==> src/rtl/fabric_cfg_pkg.sv <==
`default_nettype none
// ============================================================================
// Module   : fabric_cfg_pkg
// Purpose  : Shared configuration-fabric constants (tile chain lengths) and
//            the state encoding of the configuration shift driver.
// Revision : 1.0 - initial release
// ============================================================================
package fabric_cfg_pkg;

    // Configuration chain contributions of one mac_tile, in bits
    localparam int DCB_CONF_WIDTH  = 3072;
    localparam int DSB_CONF_WIDTH  = 780;
    localparam int MAC_CONF_WIDTH  = 131;
    localparam int TILE_CONF_WIDTH = DCB_CONF_WIDTH + DSB_CONF_WIDTH + MAC_CONF_WIDTH;

    // Load sequencer states
    typedef enum logic [1:0] {
        IDLE   = 2'd0,
        SHIFT  = 2'd1,
        COMMIT = 2'd2
    } cfg_state_t;

endpackage : fabric_cfg_pkg
`default_nettype wire

==> src/rtl/cfg_shift_driver.sv <==
`default_nettype none
// ============================================================================
// Module   : cfg_shift_driver
// Purpose  : Serialises a word stream (LSB first) onto a tile configuration
//            scan chain: exactly CONF_WIDTH enabled shift cycles, then a
//            one-cycle cset commit strobe and a done pulse.
// Revision : 1.0 - initial release
// ============================================================================
module cfg_shift_driver
    import fabric_cfg_pkg::*;
#(
    parameter int CONF_WIDTH = TILE_CONF_WIDTH,
    parameter int WORD_W     = 32,
    parameter int CNT_W      = $clog2(CONF_WIDTH + 1)
) (
    input  logic              clk,
    input  logic              rst,
    input  logic              start,
    input  logic [WORD_W-1:0] s_data,
    input  logic              s_valid,
    output logic              s_ready,
    output logic              shift_out,
    output logic              cen,
    output logic              cset,
    output logic              busy,
    output logic              done
);

    localparam int c_IDX_W  = (WORD_W > 1) ? $clog2(WORD_W) : 1;
    localparam int c_NWORDS = (CONF_WIDTH + WORD_W - 1) / WORD_W;
    localparam int c_WCNT_W = $clog2(c_NWORDS + 1);

    localparam logic [c_IDX_W-1:0]  c_IDX_LAST = c_IDX_W'(WORD_W - 1);
    localparam logic [CNT_W-1:0]    c_CNT_LAST = CNT_W'(CONF_WIDTH - 1);
    localparam logic [c_WCNT_W-1:0] c_WORDS    = c_WCNT_W'(c_NWORDS);

    // r_buf[0] is the bit currently on shift_out; r_valid marks it as live
    cfg_state_t          r_state,  w_state;
    logic [WORD_W-1:0]   r_buf,    w_buf;
    logic                r_valid,  w_valid;
    logic [c_IDX_W-1:0]  r_idx,    w_idx;
    logic [CNT_W-1:0]    r_cnt,    w_cnt;
    logic [c_WCNT_W-1:0] r_words,  w_words;
    logic                r_ready,  w_ready;
    logic                r_cset;
    logic                r_busy;
    logic                r_done;

    logic w_accept;
    logic w_last;

    assign w_accept = r_ready & s_valid;
    // The displayed bit is the last one of its word, or the last of the load
    assign w_last   = (r_idx == c_IDX_LAST) || (r_cnt == c_CNT_LAST);

    // Next-state logic: sequencing, shifting, word intake and ready lookahead
    always_comb begin
        w_state = r_state;
        w_buf   = r_buf;
        w_valid = r_valid;
        w_idx   = r_idx;
        w_cnt   = r_cnt;
        w_words = r_words;
        unique case (r_state)
            IDLE: begin
                if (start) begin
                    w_state = SHIFT;
                    w_buf   = '0;
                    w_valid = 1'b0;
                    w_idx   = '0;
                    w_cnt   = '0;
                    w_words = '0;
                end
            end
            SHIFT: begin
                if (r_valid) begin
                    w_buf = r_buf >> 1;
                    w_idx = r_idx + 1'b1;
                    w_cnt = r_cnt + 1'b1;
                    // Word exhausted; upper bits of a short final word are dropped here
                    if (w_last) begin
                        w_valid = 1'b0;
                        w_buf   = '0;
                    end
                    if (r_cnt == c_CNT_LAST) begin
                        w_state = COMMIT;
                    end
                end
                // A new word replaces the one whose last bit is on the chain now
                if (w_accept) begin
                    w_buf   = s_data;
                    w_valid = 1'b1;
                    w_idx   = '0;
                    w_words = r_words + 1'b1;
                end
            end
            COMMIT: begin
                w_state = IDLE;
                w_idx   = '0;
                w_cnt   = '0;
                w_words = '0;
            end
            default: begin
                w_state = IDLE;
            end
        endcase
        // Ready for the coming cycle: more words owed and buffer free by its end
        w_ready = (w_state == SHIFT) && (w_words != c_WORDS) &&
                  (!w_valid || (w_idx == c_IDX_LAST) || (w_cnt == c_CNT_LAST));
    end

    // State and registered outputs; reset abandons any partial load without commit
    always_ff @(posedge clk) begin
        if (rst) begin
            r_state <= IDLE;
            r_buf   <= '0;
            r_valid <= 1'b0;
            r_idx   <= '0;
            r_cnt   <= '0;
            r_words <= '0;
            r_ready <= 1'b0;
            r_cset  <= 1'b0;
            r_busy  <= 1'b0;
            r_done  <= 1'b0;
        end else begin
            r_state <= w_state;
            r_buf   <= w_buf;
            r_valid <= w_valid;
            r_idx   <= w_idx;
            r_cnt   <= w_cnt;
            r_words <= w_words;
            r_ready <= w_ready;
            r_cset  <= (w_state == COMMIT);
            r_busy  <= (w_state != IDLE);
            r_done  <= (r_state == COMMIT);
        end
    end

    assign s_ready   = r_ready;
    assign shift_out = r_buf[0];
    assign cen       = r_valid;
    assign cset      = r_cset;
    assign busy      = r_busy;
    assign done      = r_done;

endmodule : cfg_shift_driver
`default_nettype wire

==> config.mk <==
export PLATFORM = sky130hd
export DESIGN_NAME = cfg_shift_driver
export DESIGN_NICKNAME = d
export VERILOG_FILES = /design/src/rtl/fabric_cfg_pkg.sv /design/src/rtl/cfg_shift_driver.sv
export SDC_FILE = /design/constraint.sdc
export NUM_CORES = 1
export LEC_CHECK = 0
export CAP_MARGIN = 0
export CORE_ASPECT_RATIO = 1.75
export CORE_MARGIN = 5
export CORE_UTILIZATION = 45
export CTS_CLUSTER_DIAMETER = 30
export DETAILED_ROUTE_END_ITERATION = 16
export PLACE_DENSITY = 0.79
export SYNTH_ARGS = -nofsm -noshare
export SYNTH_HDL_FRONTEND = slang
export SYNTH_SLANG_ARGS = --single-unit
==> constraint.sdc <==
create_clock -name clk -period 5.4 [get_ports clk]
set_input_delay 1.08 -clock clk [delete_from_list [all_inputs] [get_ports clk]]
set_output_delay 1.08 -clock clk [all_outputs]
set_load 0.01 [all_outputs]
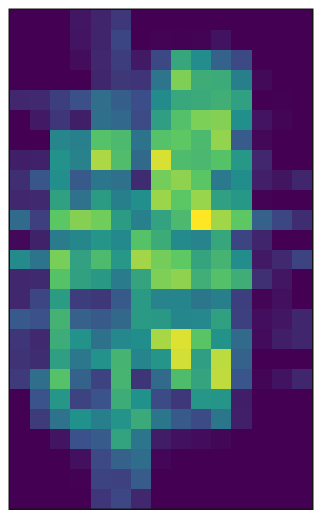
(signal metal coverage by tile)
(4 px per um) 15 x 25 tiles, from dark purple (low) to yellow (high), scaled to the fullest tile. Values are wire area over tile area, all layers added.
- densest ninth of the die: centre
- mean over tiles: 0.14
- nearly empty tiles: 29%
- fullest tile: 0.49
- emptiest ninth of the die: south-east
total global routing track utilization: 0.187
Routed WL per cell: 16.9 um

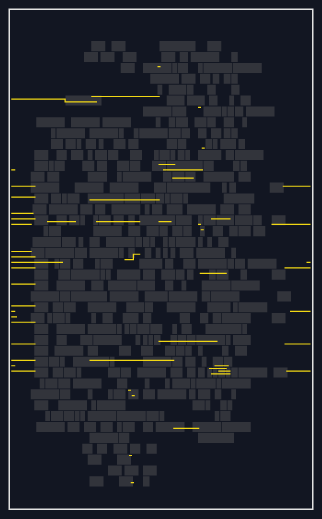
(the metal 3 layer)
(4 px per um)
- longest straight run: 20.9 um
- nets with wire on the layer: 41
- wire length on this layer: 304 um
- share of all routed wire: 3.7%
number of vias in the routed layout: 3,077
wirelength, routed: 8.25 mm

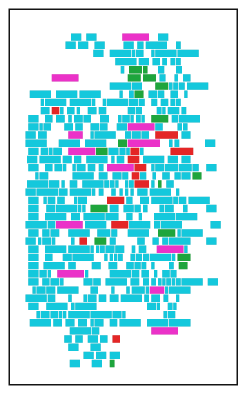
(cells by drive strength)
(3 px per um)
- x2: green (cells 17)
- x3 and x4: red (cells 12)
- x6 and larger: magenta (cells 12)
- x1 and smaller: cyan (cells 362)
Worst Setup Slack, final: 2130 ps
final std cell area, no fill: 4020 sq um
number of signal-net buffers in the layout: 44
Area growth, synth to finish: 18.8%

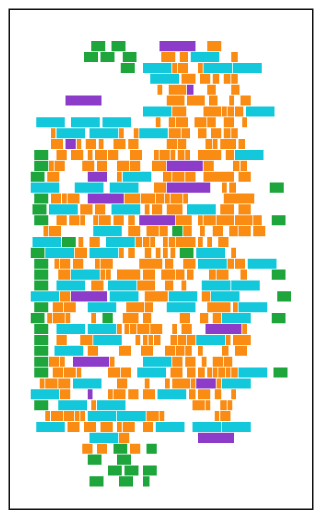
(placement by cell class)
(4 px per um)
- remaining logic cells: orange (cells 281; share of their area 49%)
- remaining buffers and delay cells: green (cells 44; share of their area 11%)
- clock drivers and dummy loads: purple (cells 15; share of their area 7.7%)
- registers: cyan (cells 63; share of their area 32%)
number of rows in the core area: 41
Final Core Density: 0.551
Core Footprint: 7280 sq um
flip-flop and latch share of the layout cell area: 0.314

==> PnR_summary.wiki <==
== Metrics ==
{| class="wikitable"
! Metric !! Value
|-
| Avg Cell Area, Syn || 8.89 sq um
|-
| Switching power as a share of total power || 0.231
|-
| Status || finished, final reports clean
|-
| Type of the worst setup path || input pin to flip-flop
|-
| Hold/Removal Path Class || flip-flop to flip-flop
|-
| Wire length of the first global-routing pass || 14.1 mm
|-
| Combinational Gates || 274
|-
| Setup slack on the worst flop-to-flop path || 2810 ps
|-
| Met2 wirelength from detailed routing || 4.32 mm
|-
| Number of buffers between clock root and the deepest sink || 2
|-
| Complex Gates by Area || 0.312
|-
| Endpoint type of the worst setup path || flip-flop
|-
| Cell total in the yosys stat output || 380
|-
| Insertion Delay late pin || 330 ps
|-
| P per Cell Area || 295 nW/um^2
|-
| Max-capacitance violation count || 0
|-
| Inst Count DP || 474
|-
| Clk Tree Root Cell || sky130_fd_sc_hd__clkbuf_16
|-
| First-pass detailed-route iteration total || 4
|-
| Final worst path period share || 0.605
|-
| Logic family by area || AND-OR/OR-AND gates
|-
| Post-synth EDFFs || 0
|-
| Path depth of the worst reg2reg path || 6
|-
| Slowest stage cell on the critical path || sky130_fd_sc_hd__and2_1
|-
| Count of unresolved DRC violations after routing || 0
|-
| Cells along the critical path || clkdlybuf4s50_1 -> and2_1 -> buf_4 -> a22oi_1 -> o21ai_0 -> nand4_1 -> o41ai_2 -> a21oi_1
|}
Power figures rest on the tool's default switching activity, not on a simulated workload.
